### src/rtl/ram_port_arbiter.sv
// Two-requester arbiter and sequencer for the M9K program/data RAM (RAM clock domain).
// Round-robin grant with bounded lock ownership, fixed-latency read return, out-of-range flagging.
module ram_port_arbiter #(
    parameter int ADDR_WIDTH   = 15,
    parameter int DATA_WIDTH   = 16,
    parameter int ADDR_LIMIT   = 12288,
    parameter int READ_LATENCY = 2,
    parameter int LOCK_TIMEOUT = 64
) (
    input  logic                  ram_clock,
    input  logic                  rst_n,
    input  logic                  a_req,
    input  logic                  a_we,
    input  logic [ADDR_WIDTH-1:0] a_addr,
    input  logic [DATA_WIDTH-1:0] a_wdata,
    input  logic                  a_lock,
    input  logic                  b_req,
    input  logic                  b_we,
    input  logic [ADDR_WIDTH-1:0] b_addr,
    input  logic [DATA_WIDTH-1:0] b_wdata,
    input  logic                  b_lock,
    output logic                  a_gnt,
    output logic                  b_gnt,
    output logic                  a_rvalid,
    output logic                  b_rvalid,
    output logic [DATA_WIDTH-1:0] a_rdata,
    output logic [DATA_WIDTH-1:0] b_rdata,
    output logic                  ram_wren,
    output logic [ADDR_WIDTH-1:0] ram_wraddress,
    output logic [ADDR_WIDTH-1:0] ram_rdaddress,
    output logic [DATA_WIDTH-1:0] ram_data,
    input  logic [DATA_WIDTH-1:0] ram_q,
    output logic                  overflow,
    output logic [ADDR_WIDTH-1:0] overflow_addr
);

    localparam int CNT_W = (LOCK_TIMEOUT > 1) ? $clog2(LOCK_TIMEOUT) : 1;
    localparam logic [CNT_W-1:0]      CNT_LAST = CNT_W'(LOCK_TIMEOUT - 1);
    localparam logic [CNT_W-1:0]      CNT_MAX  = {CNT_W{1'b1}};
    localparam logic [ADDR_WIDTH:0]   LIMIT    = (ADDR_WIDTH + 1)'(ADDR_LIMIT);

    typedef enum logic [1:0] {
        IDLE  = 2'b00,
        OWN_A = 2'b01,
        OWN_B = 2'b10
    } state_t;

    state_t                  state_q, state_d;
    logic                    rr_q, rr_d;          // 1'b0: A wins contention, 1'b1: B wins
    logic [CNT_W-1:0]        lock_cnt_q, lock_cnt_d, lock_cnt_inc_s;
    logic                    gnt_a_s, gnt_b_s, any_gnt_s;
    logic                    sel_we_s, sel_lock_s, in_range_s, own_lock_s;
    logic [ADDR_WIDTH-1:0]   sel_addr_s;
    logic [DATA_WIDTH-1:0]   sel_wdata_s;
    logic [ADDR_WIDTH-1:0]   wraddr_q, rdaddr_q;
    logic [DATA_WIDTH-1:0]   wdata_q;
    logic [READ_LATENCY-1:0] tag_vld_q, tag_port_q, tag_oor_q;
    logic                    a_rvalid_q, b_rvalid_q;
    logic [DATA_WIDTH-1:0]   a_rdata_q, b_rdata_q;
    logic                    overflow_q;
    logic [ADDR_WIDTH-1:0]   overflow_addr_q;

    // Grant decision: owner-only while locked, round-robin on contention in IDLE.
    always_comb begin
        gnt_a_s = 1'b0;
        gnt_b_s = 1'b0;
        if (!rst_n) begin
            gnt_a_s = 1'b0;
            gnt_b_s = 1'b0;
        end else begin
            case (state_q)
                IDLE: begin
                    if (a_req && b_req) begin
                        gnt_a_s = ~rr_q;
                        gnt_b_s = rr_q;
                    end else begin
                        gnt_a_s = a_req;
                        gnt_b_s = b_req;
                    end
                end
                OWN_A:   gnt_a_s = a_req;
                OWN_B:   gnt_b_s = b_req;
                default: begin
                    gnt_a_s = 1'b0;
                    gnt_b_s = 1'b0;
                end
            endcase
        end
    end

    // Mux the granted port's request fields.
    always_comb begin
        any_gnt_s = gnt_a_s | gnt_b_s;
        if (gnt_b_s) begin
            sel_we_s    = b_we;
            sel_lock_s  = b_lock;
            sel_addr_s  = b_addr;
            sel_wdata_s = b_wdata;
        end else begin
            sel_we_s    = a_we;
            sel_lock_s  = a_lock;
            sel_addr_s  = a_addr;
            sel_wdata_s = a_wdata;
        end
        in_range_s = ({1'b0, sel_addr_s} < LIMIT);
    end

    // RAM port drive; addresses hold their last value when not used.
    always_comb begin
        ram_wren = any_gnt_s & sel_we_s & in_range_s;
        if (ram_wren) begin
            ram_wraddress = sel_addr_s;
            ram_data      = sel_wdata_s;
        end else begin
            ram_wraddress = wraddr_q;
            ram_data      = wdata_q;
        end
        if (any_gnt_s && !sel_we_s) begin
            ram_rdaddress = sel_addr_s;
        end else begin
            ram_rdaddress = rdaddr_q;
        end
    end

    // Ownership, round-robin pointer and saturating lock counter next state.
    always_comb begin
        state_d        = state_q;
        lock_cnt_d     = lock_cnt_q;
        lock_cnt_inc_s = (lock_cnt_q == CNT_MAX) ? lock_cnt_q : lock_cnt_q + CNT_W'(1);
        own_lock_s     = (state_q == OWN_B) ? b_lock : a_lock;
        if (any_gnt_s) begin
            rr_d = ~gnt_b_s;
        end else begin
            rr_d = rr_q;
        end
        case (state_q)
            IDLE: begin
                if (any_gnt_s && sel_lock_s) begin
                    state_d    = gnt_b_s ? OWN_B : OWN_A;
                    lock_cnt_d = '0;
                end else begin
                    state_d = IDLE;
                end
            end
            OWN_A, OWN_B: begin
                lock_cnt_d = lock_cnt_inc_s;
                if (lock_cnt_inc_s == CNT_LAST) begin
                    state_d = IDLE;
                    rr_d    = (state_q == OWN_A);
                end else if (!own_lock_s) begin
                    state_d = IDLE;
                end else begin
                    state_d = state_q;
                end
            end
            default: begin
                state_d    = IDLE;
                lock_cnt_d = '0;
            end
        endcase
    end

    // Control state and held RAM addresses.
    always_ff @(posedge ram_clock or negedge rst_n) begin
        if (!rst_n) begin
            state_q    <= IDLE;
            rr_q       <= 1'b0;
            lock_cnt_q <= '0;
            wraddr_q   <= '0;
            rdaddr_q   <= '0;
            wdata_q    <= '0;
        end else begin
            state_q    <= state_d;
            rr_q       <= rr_d;
            lock_cnt_q <= lock_cnt_d;
            wraddr_q   <= ram_wraddress;
            rdaddr_q   <= ram_rdaddress;
            wdata_q    <= ram_data;
        end
    end

    // Read tag pipeline tracks which port owns each in-flight read.
    always_ff @(posedge ram_clock or negedge rst_n) begin
        if (!rst_n) begin
            tag_vld_q  <= '0;
            tag_port_q <= '0;
            tag_oor_q  <= '0;
        end else begin
            tag_vld_q[0]  <= any_gnt_s & ~sel_we_s;
            tag_port_q[0] <= gnt_b_s;
            tag_oor_q[0]  <= ~in_range_s;
            for (int i = 1; i < READ_LATENCY; i++) begin
                tag_vld_q[i]  <= tag_vld_q[i-1];
                tag_port_q[i] <= tag_port_q[i-1];
                tag_oor_q[i]  <= tag_oor_q[i-1];
            end
        end
    end

    // Read return: load the owning port's data register and pulse its rvalid.
    always_ff @(posedge ram_clock or negedge rst_n) begin
        if (!rst_n) begin
            a_rvalid_q <= 1'b0;
            b_rvalid_q <= 1'b0;
            a_rdata_q  <= '0;
            b_rdata_q  <= '0;
        end else begin
            a_rvalid_q <= tag_vld_q[READ_LATENCY-1] & ~tag_port_q[READ_LATENCY-1];
            b_rvalid_q <= tag_vld_q[READ_LATENCY-1] & tag_port_q[READ_LATENCY-1];
            if (tag_vld_q[READ_LATENCY-1] && !tag_port_q[READ_LATENCY-1]) begin
                a_rdata_q <= tag_oor_q[READ_LATENCY-1] ? '0 : ram_q;
            end else begin
                a_rdata_q <= a_rdata_q;
            end
            if (tag_vld_q[READ_LATENCY-1] && tag_port_q[READ_LATENCY-1]) begin
                b_rdata_q <= tag_oor_q[READ_LATENCY-1] ? '0 : ram_q;
            end else begin
                b_rdata_q <= b_rdata_q;
            end
        end
    end

    // Sticky overflow; the address is frozen at the first offending access.
    always_ff @(posedge ram_clock or negedge rst_n) begin
        if (!rst_n) begin
            overflow_q      <= 1'b0;
            overflow_addr_q <= '0;
        end else if (any_gnt_s && !in_range_s) begin
            overflow_q <= 1'b1;
            if (!overflow_q) begin
                overflow_addr_q <= sel_addr_s;
            end else begin
                overflow_addr_q <= overflow_addr_q;
            end
        end else begin
            overflow_q      <= overflow_q;
            overflow_addr_q <= overflow_addr_q;
        end
    end

    assign a_gnt         = gnt_a_s;
    assign b_gnt         = gnt_b_s;
    assign a_rvalid      = a_rvalid_q;
    assign b_rvalid      = b_rvalid_q;
    assign a_rdata       = a_rdata_q;
    assign b_rdata       = b_rdata_q;
    assign overflow      = overflow_q;
    assign overflow_addr = overflow_addr_q;

endmodule
### config.mk
export PLATFORM = sky130hd
export DESIGN_NAME = ram_port_arbiter
export DESIGN_NICKNAME = d
export VERILOG_FILES = /design/src/rtl/ram_port_arbiter.sv
export SDC_FILE = /design/constraint.sdc
export NUM_CORES = 1
export LEC_CHECK = 0
export CAP_MARGIN = 0
export CORE_MARGIN = 10
export CORE_UTILIZATION = 45
export DETAILED_ROUTE_END_ITERATION = 8
export PLACE_DENSITY_LB_ADDON = 0.05
export SLEW_MARGIN = 20
export SYNTH_ARGS = -nofsm -noshare
export SYNTH_HDL_FRONTEND = slang
export SYNTH_SLANG_ARGS = --single-unit
### constraint.sdc
create_clock -name ram_clock -period 4.25 [get_ports ram_clock]
set_input_delay 1.0625 -clock ram_clock [delete_from_list [all_inputs] [get_ports ram_clock]]
set_output_delay 1.0625 -clock ram_clock [all_outputs]
set_load 0.01 [all_outputs]
==> Changelog: implementation <==
## Flow update

- Run status: complete, no violations
- Area leader, netlist: dfrtp_1
- Post-DR wirelength/cell: about 17 um
- CP required: between 3 and 4 ns
- Hold path depth: 0
- Placed Cells: about 800
- Chip Area: around 15000 um^2
- Max Slew Vio Count: 0
- Synthesized registers: between 100 and 150
- Min-Delay Endpoint: tag_oor_q[1]
- F_max: between 0.2 and 0.25 GHz
- Cells in synth_stat.txt: 484
- Nets: around 780
- Hold_buf cts: 0
- Crit Path Max Fanout: 22
- CTS max path bufs: 2
- Vias per inst: 5.159
- Clock-pin slew on the worst setup and hold paths: 0.09 ns
- PD cells: 508.5 nW/um^2
- Drt pass-1 iters: 5
- Tool warnings: 29
- Crit path from: a_addr[12]
-- registers in the layout, summed over array words and instances (netlist names), 6 cells and up --
register,flops
lock_cnt_q,6
b_rdata,16
a_rdata,16
wdata_q,16
rdaddr_q,15
wraddr_q,15
overflow_addr,15
-- per-stage QoR --
| step | instance area, um^2 | total power [W] | setup WS [ns] | utilization [%] | setup TNS [ns] |
|---|---|---|---|---|---|
| 5_1_grt | 7301 | 0.003958 | 0.08018 | 70.72 | 0 |
| 6_report | 7301 | 0.003712 | 0.2043 | 70.72 | 0 |
| 2_1_floorplan | 4767 | 0.002179 | 0.7080 | - | 0 |
| 3_5_place_dp | 6997 | 0.003246 | -0.3204 | 67.77 | -10.72 |
| 3_3_place_gp | 6997 | 0.003196 | -0.2400 | 67.77 | -8.514 |
| 4_1_cts | 7161 | 0.003749 | -0.1814 | 69.36 | -1.798 |
-- power breakdown --
| group | internal (W) | switching (W) |
|---|---|---|
| clock | 0.000220 | 0.000367 |
| sequential | 0.00141 | 0.000157 |
| combinational | 0.000827 | 0.000732 |
| total | 0.00246 | 0.00126 |
-- critical path, stage by stage --
cell and delay (ns):
clkdlybuf4s50_1 0.48, a21oi_1 0.25, nand4_1 0.18, mux2i_4 0.26, buf_12 0.19, clkdlybuf4s50_1 0.55
-- cell type report --
cell class,count,area [um^2]
inverters,8,30.03
clock inverters,5,42.54
flip-flops and latches,111,2778
diodes,1,2.502
clock buffers,11,131.4
well taps,136,170.2
fillers,812,3023
repair buffers,228,2207
multi-input cells,336,1939
-- metal layers --
layer | vias to the layer above | global-route usage (%) | part of all wire (%)
met3 | 10 | 6.655 | 8.6
li1 | 2084 | - | -
met2 | 125 | 30.32 | 49
met1 | 2094 | 22.40 | 41
met4 | 0 | 4.124 | 0.91
met5 | - | 0 | 0
congestion_map.png
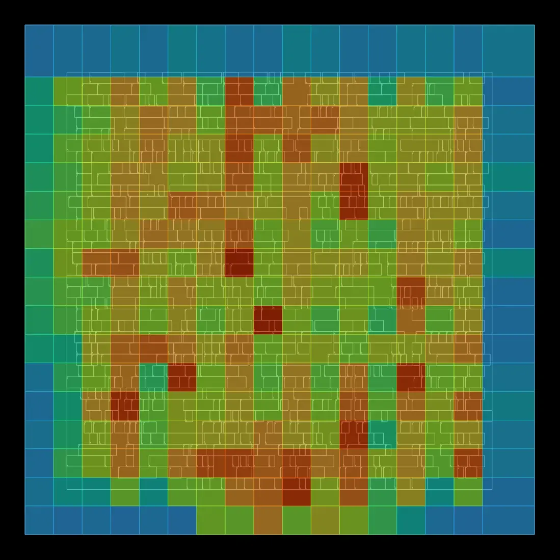
met1 global-route usage: 22.40%
Global Route Usage Sum: 18.29%
Core Util, Final: 70.72%
Top Usage Layer GRT: met2

util_map.png
The bar under the picture is 20 um long. The die is cut into 12 by 12 equal tiles; black is low, pale yellow is high, 0 to 100% covered.
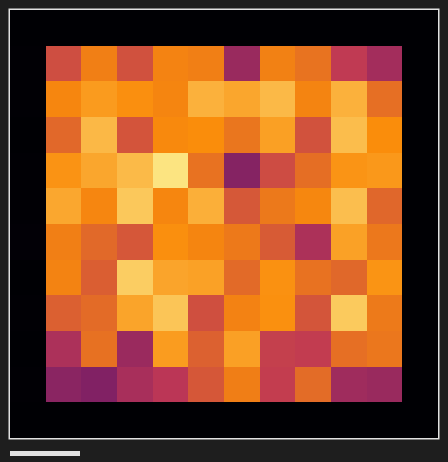
tiles over 75% full: 24%
mean over tiles: 47%
densest ninth of the die: middle
fullest tile: 94%
emptiest ninth of the die: bottom left
Init Core Util: 46.18%
core area: 10320 um^2

m2.png
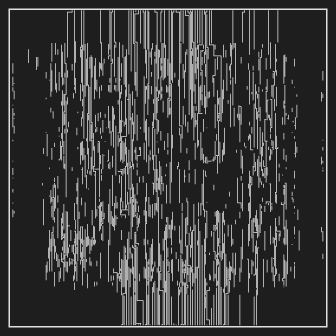
longest straight run: 49.6 um
share of all routed wire: 49%
nets with wire on the layer: 672
wire length on this layer: 7150 um
main direction: vertical

route_heat.png
The bar under the picture is 20 um long. The die is cut into 25 by 25 equal tiles; black is low, pale yellow is high, scaled to the fullest tile. Values are wire area over tile area, all layers added.
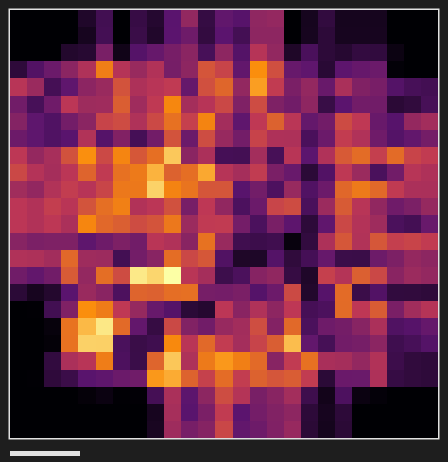
fullest tile: 0.45
tiles over half the peak: 25%
mean over tiles: 0.16

Power is estimated from default activity; no workload was simulated.
